Run 1, cell area per tile:
Drawn at 3 px/micron. 11 x 11 tiles, from white (low) to dark blue (high), 0 to 100% covered.
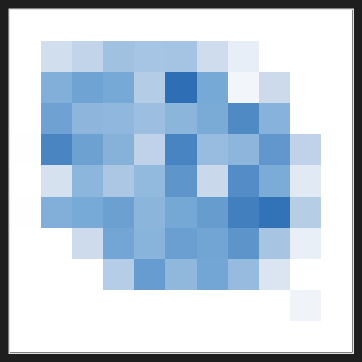
Run 1, floorplan with the power grid:
Drawn at 3 px/micron. Pins as bars on the die edge. Tap cells in grey.
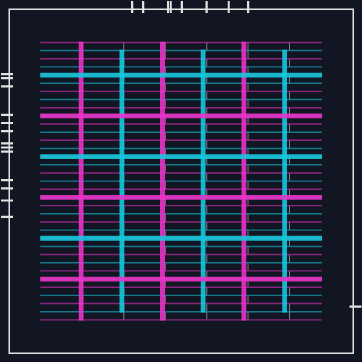
Run 1, wiring by layer:
Drawn at 4 px/micron.
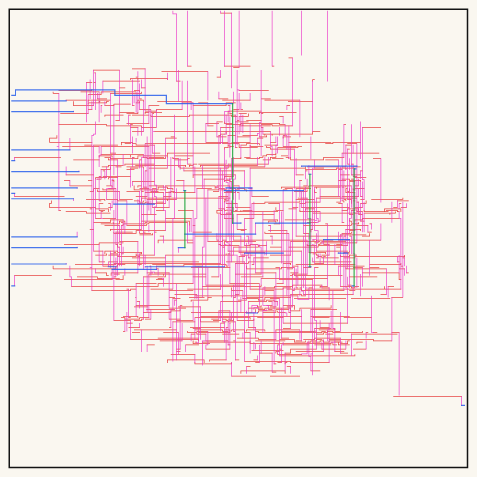
==> config.mk <==
export PLATFORM = sky130hd
export DESIGN_NAME = game_round_controller
export DESIGN_NICKNAME = d
export VERILOG_FILES = /design/src/rtl/game_pkg.sv /design/src/rtl/hold_counter.sv /design/src/rtl/game_round_controller.sv
export SDC_FILE = /design/constraint.sdc
export NUM_CORES = 1
export LEC_CHECK = 0
export CAP_MARGIN = 20
export CORE_MARGIN = 10
export CORE_UTILIZATION = 30
export DETAILED_ROUTE_END_ITERATION = 8
export PLACE_DENSITY = 0.48
export SLEW_MARGIN = 40
export SYNTH_ARGS = -nofsm -noshare
export SYNTH_HDL_FRONTEND = slang
export SYNTH_SLANG_ARGS = --single-unit
==> constraint.sdc <==
create_clock -name clk_i -period 6.02 [get_ports clk_i]
set_clock_uncertainty 0.05 [all_clocks]
set_input_delay 0.903 -clock clk_i [delete_from_list [all_inputs] [get_ports clk_i]]
set_output_delay 0.903 -clock clk_i [all_outputs]
set_load 0.02 [all_outputs]
==> impl_metrics.py, run 1 <==
# Flow results
metrics = {
    "clocking": {
        "clk_latency_ps": 300,
        "htreeDepth": 2,
        "cts_tree": "built",
        "clkSinkCount": 44,
    },
    "synth": {
        "synth.net_count": 299,
        "yosysMostFrequentCell": "dfrtp_1",
        "synth-adder-area-share_pct": 2.35,
        "top_cells_by_area": "dfrtp_1 41%, nand3_1 3.4%, a21oi_1 3.2%",
        "synthAoiAreaFrac_pct": 23.5,
        "synthTopLogicFamily": "simple AND/OR/NAND/NOR gates",
        "ys_types": 64,
        "ys_area_sq_um": 2660,
    },
    "final_timing": {
        "setup_viol": 0,
        "drv_slew": 0,
    },
    "status": {
        "run_status": "finished, final reports clean",
    },
    "worst_setup_path": {
        "path_buffers": 2,
        "reg2reg_slack_ps": 3020,
        "required_ps": 6210,
        "worstPathCellList": "clkdlybuf4s50_1, clkinv_1, nor2_1, o21ai_1, o41ai_1, a21o_1",
        "worst-path-stages": 6,
        "worst-setup-path-type": "primary input to register",
    },
    "global_routing": {
        "grt_pass1_wl_microns": 12000,
        "met2_usage_pct": 16.7,
    },
    "detailed_routing": {
        "wl_met1_microns": 3400,
        "routed-wl-met3_microns": 341,
        "vias": 2365,
        "drt-initial-drc-count": 99,
        "drtAntennaViolNets": 0,
        "viasPerCell": 5.78,
    },
    "final_layout": {
        "final_cell_count_no_fill": 409,
        "antennaDiodeCount": 0,
        "largest_register_ffs": 26,
    },
    "flow_run": {
        "warnings": 28,
    },
    "place": {
        "hpwl_microns": 4750,
    },
}
Notes on 'cell area per tile' above:
mean over tiles	23%
emptiest ninth of the die	lower left
densest ninth of the die	centre
fullest tile	75%
nearly empty tiles	46%
core box area: 8680 sq um
FP Core Util: 30.7%
fin util: 35.4%

Notes on 'floorplan with the power grid' above:
colour	net
magenta	VSS
cyan	VDD
met5 straps	6
rows	34
met4 straps	6
die height: 114 microns
Worst VDD drop: 92.1 uV
Die Wd: 114 microns

Notes on 'wiring by layer' above:
colour	layer	wire length
red	metal 1	3400 microns
green	metal 4	96.6 microns
magenta	metal 2	3160 microns
blue	metal 3	341 microns
Routed WL per cell: 17.1 microns
final wirelength: 7000 microns

-- run 1: cell type report --
type,instances,area (sq um)
Fill cell,916,5610
Multi-Input combinational cell,218,1470
Sequential cell,44,1100
Timing Repair Buffer,22,215
Tap cell,108,135
Clock buffer,6,82.6
Clock inverter,2,38.8
Inverter,9,33.8
-- run 1: through the flow --
step           total power, W  hold WS, ps  setup WS (ps)  util (%)
2_1_floorplan        0.000567          443           3530         -
3_3_place_gp         0.000638          467           2740      33.7
3_5_place_dp         0.000641          482           2670      33.9
4_1_cts              0.000890          500           2990      35.3
5_1_grt              0.000943          540           2700      35.4
6_report             0.000884          503           2950      35.4
-- run 1: where the power goes --
group	leakage (nW)	internal, W	switching (W)
logic	0.588	0.000106	0.000190
registers	0.606	0.000314	0.0000311
clock network	0.0614	0.000136	0.000107
Run 1, sequential cells grouped by signal name:
Drawn at 4 px/micron. Other sequential cells in the stronger grey, the rest of the logic in the fainter grey.
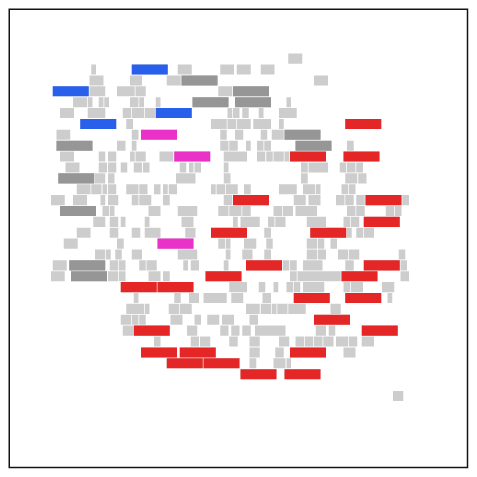

==> run 2, diff against run 1 <==
--- a/config.mk
+++ b/config.mk
@@ -9,7 +9,7 @@
 export CORE_MARGIN = 10
 export CORE_UTILIZATION = 30
 export DETAILED_ROUTE_END_ITERATION = 8
-export PLACE_DENSITY = 0.48
+export PLACE_DENSITY = 0.49
 export SLEW_MARGIN = 40
 export SYNTH_ARGS = -nofsm -noshare
 export SYNTH_HDL_FRONTEND = slang
==> constraint.sdc (replaced) <==
create_clock -name clk_i -period 2.5 [get_ports clk_i]
set_clock_uncertainty 0.05 [all_clocks]
set_input_delay 0.375 -clock clk_i [delete_from_list [all_inputs] [get_ports clk_i]]
set_output_delay 0.375 -clock clk_i [all_outputs]
set_load 0.02 [all_outputs]
Run 2, sequential cells grouped by signal name:
Drawn at 4 px/micron. Other sequential cells in the stronger grey, the rest of the logic in the fainter grey.
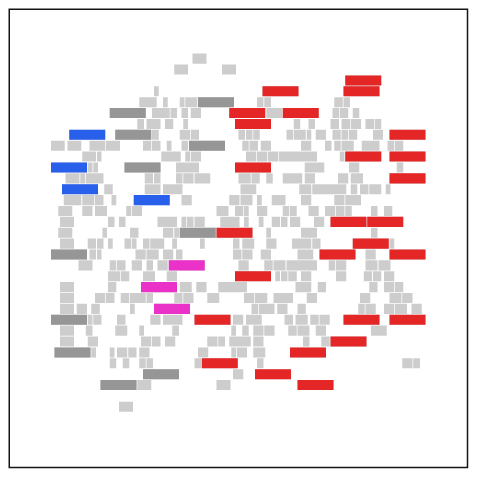
colour	signal	sequential cells
red	u_hold_counter.cnt_q	26
magenta	state_q	3
blue	score_o	4
not coloured	11
fin util: 39.9%
seq pwr: 0.000798 W
Seq/total area: 31.8%
register area: 1100 sq um

Run 2, cell area per tile:
Drawn at 3 px/micron. 11 x 11 tiles, from white (low) to dark blue (high), 0 to 100% covered.
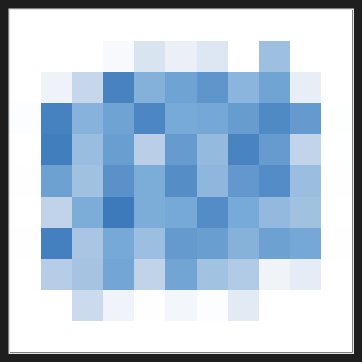
emptiest ninth of the die	lower right
densest ninth of the die	centre
nearly empty tiles	41%
fullest tile	70%
mean over tiles	26%

==> run 2 against run 1 <==
Effect of this change: combinational power increased to 3.5 times the previous value; wire length increased by 8.5%; global-route usage increased by 0.64 points; sequential power increased by 130%; critical path type is now register to register; total power increased to 2.7 times the previous value.
==> impl_metrics.py, run 2 <==
# Flow results
metrics = {
    "die": {
        "core_sq_um": 8680,
        "die_y_microns": 114,
        "die_w_microns": 114,
        "initial_core_util_pct": 30.7,
    },
    "pwr": {
        "clock_power_share_pct": 21.3,
        "swShare_pct": 35.8,
        "peakVddDrop_uv": 253,
        "powerClk_w": 0.000500,
        "power_frac_comb_pct": 44.8,
        "power.group.top": "combinational logic",
        "powerComb_w": 0.00105,
    },
    "final_timing": {
        "setup_viol": 0,
        "fin_hold_ws_ps": 107,
        "drv_slew": 0,
        "fin_ws_ps": 105,
        "slew_headroom_pct": 60.7,
    },
    "synth": {
        "yosysMostFrequentCell": "dfrtp_1",
        "ys_types": 64,
        "synth-adder-area-share_pct": 2.35,
        "top_cells_by_area": "dfrtp_1 41%, nand3_1 3.4%, a21oi_1 3.2%",
        "synthAoiAreaFrac_pct": 23.5,
        "ys_area_sq_um": 2660,
        "synth.net_count": 299,
    },
    "flow_run": {
        "warnings": 29,
    },
    "detailed_routing": {
        "routed_wl_microns": 7600,
        "wl_met1_microns": 3650,
        "drt-initial-drc-count": 115,
        "wire_per_inst_microns": 16.7,
        "wl_met2_microns": 3630,
        "viasPerCell": 5.49,
    },
    "global_routing": {
        "antenna_found_initial": 0,
        "met2_usage_pct": 19.7,
        "grt_start_max_net_pins": 45,
    },
    "worst_setup_path": {
        "reg2reg_slack_ps": 100,
        "path_buffers": 1,
        "cp-start-kind": "register",
        "worst-setup-path-type": "register to register",
        "worstPathCellList": "or4_4, buf_6, or4_4, or3_4, a31oi_1, o311ai_1",
        "worst-path-stages": 6,
    },
    "clocking": {
        "htreeDepth": 2,
        "cts_tree": "built",
        "clk_latency_ps": 300,
        "numCtsBuffers": 5,
        "clkSinkCount": 44,
    },
    "status": {
        "run_status": "finished, final reports clean",
    },
    "place": {
        "pre_cts_ws_ps": 5.80,
    },
    "final_layout": {
        "drive_above_1_share_pct": 25.1,
        "antennaDiodeCount": 0,
        "n_fill_cell": 915,
    },
}
==> run 2: cell counts after synthesis <==
Identical to the previous run, type by type.
==> run 2: area by class of cell <==
cell class	count	area, sq um	share of cell area, %
Tap cell	108	135	3.91
Clock buffer	7	96.3	2.78
Timing Repair Buffer	68	578	16.7
Inverter	9	33.8	0.976
Multi-Input combinational cell	219	1520	43.8
Sequential cell	44	1100	31.8
==> run 2: cell families (layout without fill, tap and decap cells) <==
family,count (synthesis),count (layout)
muxes,3,3
AOI/OAI and AO/OA,92,92
and+or+nand+nor,113,114
xor gates and xnor gates,5,5
buffers and inverters,25,84
adders and majority gates,5,5
DFF,44,44
==> run 2: what timing repair did <==
item	in CTS	in global routing
endpoints found under the setup margin	2	19
gates cloned	0	1
pin swaps	0	9
setup buffers	0	6
resized	3	15
Power and IR drop assume default switching activity.
